===== src/rtl/i2s_stream_ctrl.sv =====
// Frame-level controller between the I2S link and the DSP sample streams:
// TX pair FIFO popped once per frame, RX pair capture into a valid/ready holding register.
module i2s_stream_ctrl #(
    parameter int unsigned WIDTH = 16,
    parameter int unsigned DEPTH = 4
) (
    input  logic                         sclk,
    input  logic                         rst,
    input  logic                         enable,
    input  logic                         clear_flags,
    input  logic                         ws,
    input  logic [WIDTH-1:0]             rx_left,
    input  logic [WIDTH-1:0]             rx_right,
    output logic [WIDTH-1:0]             tx_left,
    output logic [WIDTH-1:0]             tx_right,
    input  logic                         s_valid,
    output logic                         s_ready,
    input  logic [WIDTH-1:0]             s_left,
    input  logic [WIDTH-1:0]             s_right,
    output logic                         m_valid,
    input  logic                         m_ready,
    output logic [WIDTH-1:0]             m_left,
    output logic [WIDTH-1:0]             m_right,
    output logic [$clog2(DEPTH+1)-1:0]   fill,
    output logic                         underrun,
    output logic                         overrun,
    output logic [1:0]                   state
);

    localparam int unsigned PTR_W  = $clog2(DEPTH);
    localparam int unsigned FILL_W = $clog2(DEPTH+1);
    localparam logic [FILL_W-1:0] FULL = FILL_W'(DEPTH);

    localparam logic [1:0] IDLE = 2'd0;
    localparam logic [1:0] SYNC = 2'd1;
    localparam logic [1:0] RUN  = 2'd2;

    typedef struct packed {
        logic [WIDTH-1:0] left;
        logic [WIDTH-1:0] right;
    } pair_t;

    pair_t              mem_q [DEPTH];
    pair_t              mem_d [DEPTH];
    logic [PTR_W-1:0]   wr_ptr_q, wr_ptr_d, rd_ptr_q, rd_ptr_d;
    logic [FILL_W-1:0]  fill_q, fill_d;
    logic               s_ready_q, s_ready_d;
    logic               ws_q, ws_d;
    logic [1:0]         state_q, state_d;
    pair_t              tx_q, tx_d;
    pair_t              m_q, m_d;
    logic               m_valid_q, m_valid_d;
    logic               underrun_q, underrun_d;
    logic               overrun_q, overrun_d;

    logic               boundary_c, push_c, pop_slot_c, do_pop_c, capture_slot_c;

    // Frame boundary: first cycle ws reads 0 after the right word.
    always_comb begin
        boundary_c     = ws_q & ~ws;
        push_c         = s_valid & s_ready_q;
        pop_slot_c     = enable & boundary_c & ((state_q == SYNC) || (state_q == RUN));
        do_pop_c       = pop_slot_c & (fill_q != '0);
        capture_slot_c = enable & boundary_c & (state_q == RUN);
    end

    always_comb begin
        mem_d      = mem_q;
        wr_ptr_d   = wr_ptr_q;
        rd_ptr_d   = rd_ptr_q;
        ws_d       = ws;
        state_d    = state_q;
        tx_d       = tx_q;
        m_d        = m_q;
        m_valid_d  = m_valid_q;
        underrun_d = underrun_q & ~clear_flags;
        overrun_d  = overrun_q & ~clear_flags;

        if (push_c) begin
            mem_d[wr_ptr_q] = pair_t'({s_left, s_right});
            wr_ptr_d        = wr_ptr_q + PTR_W'(1);
        end

        // An empty FIFO at a frame boundary sends silence; no bypass of a same-cycle push.
        if (pop_slot_c) begin
            if (do_pop_c) begin
                tx_d     = mem_q[rd_ptr_q];
                rd_ptr_d = rd_ptr_q + PTR_W'(1);
            end else begin
                tx_d       = '0;
                underrun_d = 1'b1;
            end
        end

        fill_d = fill_q + FILL_W'(push_c) - FILL_W'(do_pop_c);

        if (capture_slot_c) begin
            if (!m_valid_q || m_ready) begin
                m_d       = pair_t'({rx_left, rx_right});
                m_valid_d = 1'b1;
            end else begin
                overrun_d = 1'b1;
            end
        end else if (m_valid_q && m_ready) begin
            m_valid_d = 1'b0;
        end

        case (state_q)
            IDLE:    if (enable) state_d = SYNC;
            SYNC:    if (boundary_c) state_d = RUN;
            RUN:     state_d = RUN;
            default: state_d = IDLE;
        endcase

        if (!enable) begin
            state_d = IDLE;
            tx_d    = '0;
        end

        s_ready_d = (fill_d != FULL);
    end

    always_ff @(posedge sclk) begin
        if (rst) begin
            for (int i = 0; i < DEPTH; i++) mem_q[i] <= '0;
            wr_ptr_q   <= '0;
            rd_ptr_q   <= '0;
            fill_q     <= '0;
            s_ready_q  <= 1'b0;
            ws_q       <= 1'b1;
            state_q    <= IDLE;
            tx_q       <= '0;
            m_q        <= '0;
            m_valid_q  <= 1'b0;
            underrun_q <= 1'b0;
            overrun_q  <= 1'b0;
        end else begin
            mem_q      <= mem_d;
            wr_ptr_q   <= wr_ptr_d;
            rd_ptr_q   <= rd_ptr_d;
            fill_q     <= fill_d;
            s_ready_q  <= s_ready_d;
            ws_q       <= ws_d;
            state_q    <= state_d;
            tx_q       <= tx_d;
            m_q        <= m_d;
            m_valid_q  <= m_valid_d;
            underrun_q <= underrun_d;
            overrun_q  <= overrun_d;
        end
    end

    assign tx_left  = tx_q.left;
    assign tx_right = tx_q.right;
    assign s_ready  = s_ready_q;
    assign m_valid  = m_valid_q;
    assign m_left   = m_q.left;
    assign m_right  = m_q.right;
    assign fill     = fill_q;
    assign underrun = underrun_q;
    assign overrun  = overrun_q;
    assign state    = state_q;

endmodule


===== config.mk =====
export PLATFORM = sky130hd
export DESIGN_NAME = i2s_stream_ctrl
export DESIGN_NICKNAME = d
export VERILOG_FILES = /design/src/rtl/i2s_stream_ctrl.sv
export SDC_FILE = /design/constraint.sdc
export NUM_CORES = 1
export LEC_CHECK = 0
export CORE_MARGIN = 1
export CORE_UTILIZATION = 41
export CTS_BUF_LIST = sky130_fd_sc_hd__clkbuf_8
export CTS_CLUSTER_DIAMETER = 80
export DETAILED_ROUTE_END_ITERATION = 7
export PLACE_DENSITY = 0.64
export SLEW_MARGIN = 0
export SYNTH_ARGS = -nofsm -noshare
export SYNTH_HDL_FRONTEND = slang
export SYNTH_SLANG_ARGS = --single-unit

===== constraint.sdc =====
create_clock -name sclk -period 6.6 [get_ports sclk]
set_input_delay 1.65 -clock sclk [delete_from_list [all_inputs] [get_ports sclk]]
set_output_delay 1.65 -clock sclk [all_outputs]
set_load 0.01 [all_outputs]

metal_stack.png
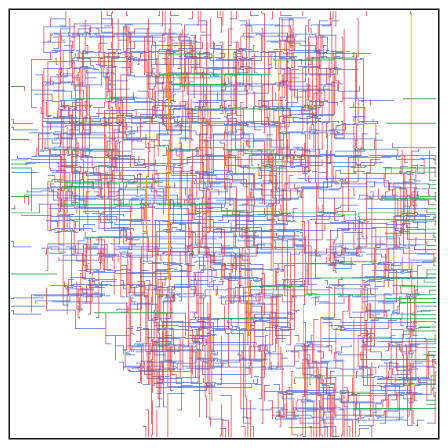
color	layer	wire length
orange	met4	362 um
blue	met1	9930 um
red	met2	10400 um
green	met3	1310 um

clock_map.png
Scale bar: 50 um.
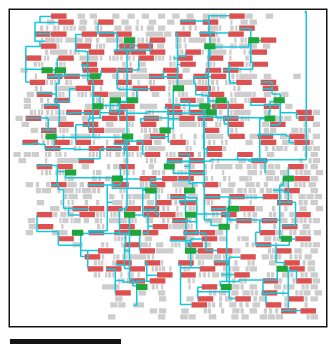
[cyan] clock wires | length: 2640 um
[green] cells driving clock nets | count: 35
[red] flip-flops | count: 206
routed clock nets	36
flops lie	all over the die

==> flow_summary.ini <==
; physical design summary
[run_status]
status = finished, final reports clean

[routing]
highest_layer = met4
drc = 0
detailroute.wirelength.met2_um = 10400
wl_um = 22000
first_pass_iters = 5
drtAntennaViolNets = 0
wl_per_cell_um = 16.8
viasPerCell = 5.24
wl_met1_um = 9930
vias = 6866
drt_iter0_drc = 442

[synthesis]
yosysTopAreaCell = dfxtp_1
yosys_warnings = 0
syn_area_per_cell_sq_um = 9.00
top_area_share_pct = 50.7
synth-xor-area-share_pct = 0.323
ys_top_logic_family = AND-OR/OR-AND gates
top_cells_by_area = dfxtp_1 51%, nand2_1 12%, a21oi_1 10%
ys_cells = 904
synthAdderAreaFrac_pct = 1.63
async_flop_share_pct = 0
synthMostInstantiatedCell = nand2_1
syn_inst = 904
ys_sh_mux_pct = 9.00
synth_top_flop_cell = dfxtp_1
simple_gate_share_pct = 16.5
synth_nets = 985

[floorplan]
fp.dieW_um = 143
io_pins = 144
core_sq_um = 19500
die_area_sq_um = 20400
initCoreUtil_pct = 41.8

[placement]
place_hpwl_um = 13200
placed_cell_area_sq_um = 9660
place_ws_ns = 2.59
dp.cells = 1249
gp_congestion = 0.722
portBuffers = 143

[final_timing]
final_max_slew_viol_count = 0
fin_crit_ns = 3.52
setup_violations = 0
relSlewSlack_pct = 31.0
tightest_slew_ns = 1.03
holdWs_ns = 0.451
finalHoldViolCount = 0
setup_tns_ns = 0
finalClockSkew_ns = 0.0191
period_used_pct = 53.3
rsz0062_at_grt = no
worst_slack_ns = 3.08

[global_routing]
grt_use_total_pct = 22.0
antenna_found_initial = 0
grt_pass1_wl_um = 34900
grt_pass1_vias = 6592
top_usage_layer = met2
grt.overflow.total = 0
use_met3_pct = 4.09

[critical_path]
endpoint = s_ready
cp.depth = 8
start_kind = primary input
cp-end-kind = flip-flop
reg2reg_from = state[1]
slowest_stage = clkdlybuf4s50_1
cp.required_ns = 6.99
cp_common_cell = ha_1
r2r_cells = 9
crit_family = adder cells
critPathMaxStageDelay_ns = 0.48
crit_start = ws
worstPathCellList = clkdlybuf4s50_1, nand4b_1, nor2_1, ha_1, inv_1, ha_1, fa_1, o31a_1
rrSetupSlack_ns = 4.05

[finish]
num-nonclk-inverters = 10
sh_comb_area_pct = 34.6
final_area_sq_um = 10400
mi_logic_area_sq_um = 3590
seq_area_sq_um = 4130
drive_gt1_share_pct = 10.1
syn2layout_area_growth_pct = 27.6
largest_class = flip-flops and latches
flops = 206
buffer_area_share_pct = 15.1
lay_top_count = nand2_1
clkCellAreaFrac_pct = 6.90
top_register = mem_q
seq_share_pct = 39.8
largest_reg_flops = 128
nNonClkBuffers = 162
fill_cells = 1827
antennaDiodeCount = 0

[pwr]
p_total_mw = 2.68
seq_power_mw = 1.30
p_switching_uw = 648
power.group.top = sequential cells
power.leakage_nw = 3.49
pg_clk_mw = 1.14
clkPwrFrac_pct = 42.6
p_comb_uw = 235
peakVddDrop_uv = 160
combPwrFrac_pct = 8.8

[job]
drv_cap = 0
warnings = 31

[clocking]
hold_buffers = 0
clkTransAtPathRegs_ns = 0.06
cts_tree = built
htree_levels = 2
ctsResizeCount = 0
clockRootBuffer = clkbuf_8
cts_setup_buffers = 0
cts_buffers = 35
insertion_delay_ns = 0.51
cts.sinks = 206

[worst_hold_path]
hold_depth = 2
holdPathEnd = mem_q[12]
holdCritPathClass = reg -> reg
min_from = mem_q[12]
zoom.png
Window x 51 to 91, y 23 to 63 um. Cells in gray, sequential cells in the stronger gray; small squares are vias.
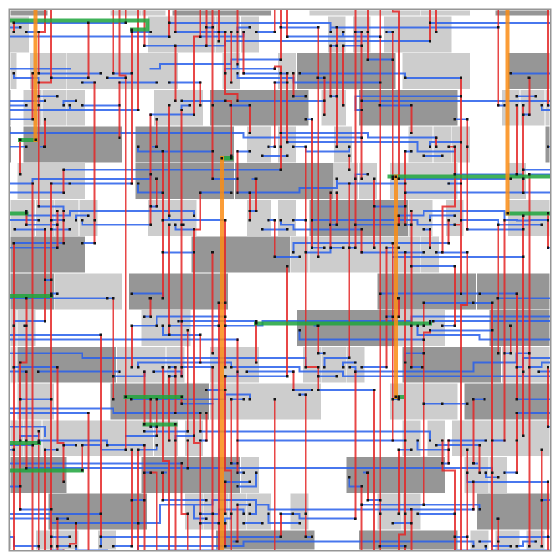
color	layer
red	met2
blue	met1
orange	met4
green	met3
netlist names of flops here include	mem_q (18), tx_left (8)
cells with their middle in the window	105
most frequent	nand2_1 (39), dfxtp_1 (26), a21oi_1 (18)
sequential cells in the window	26

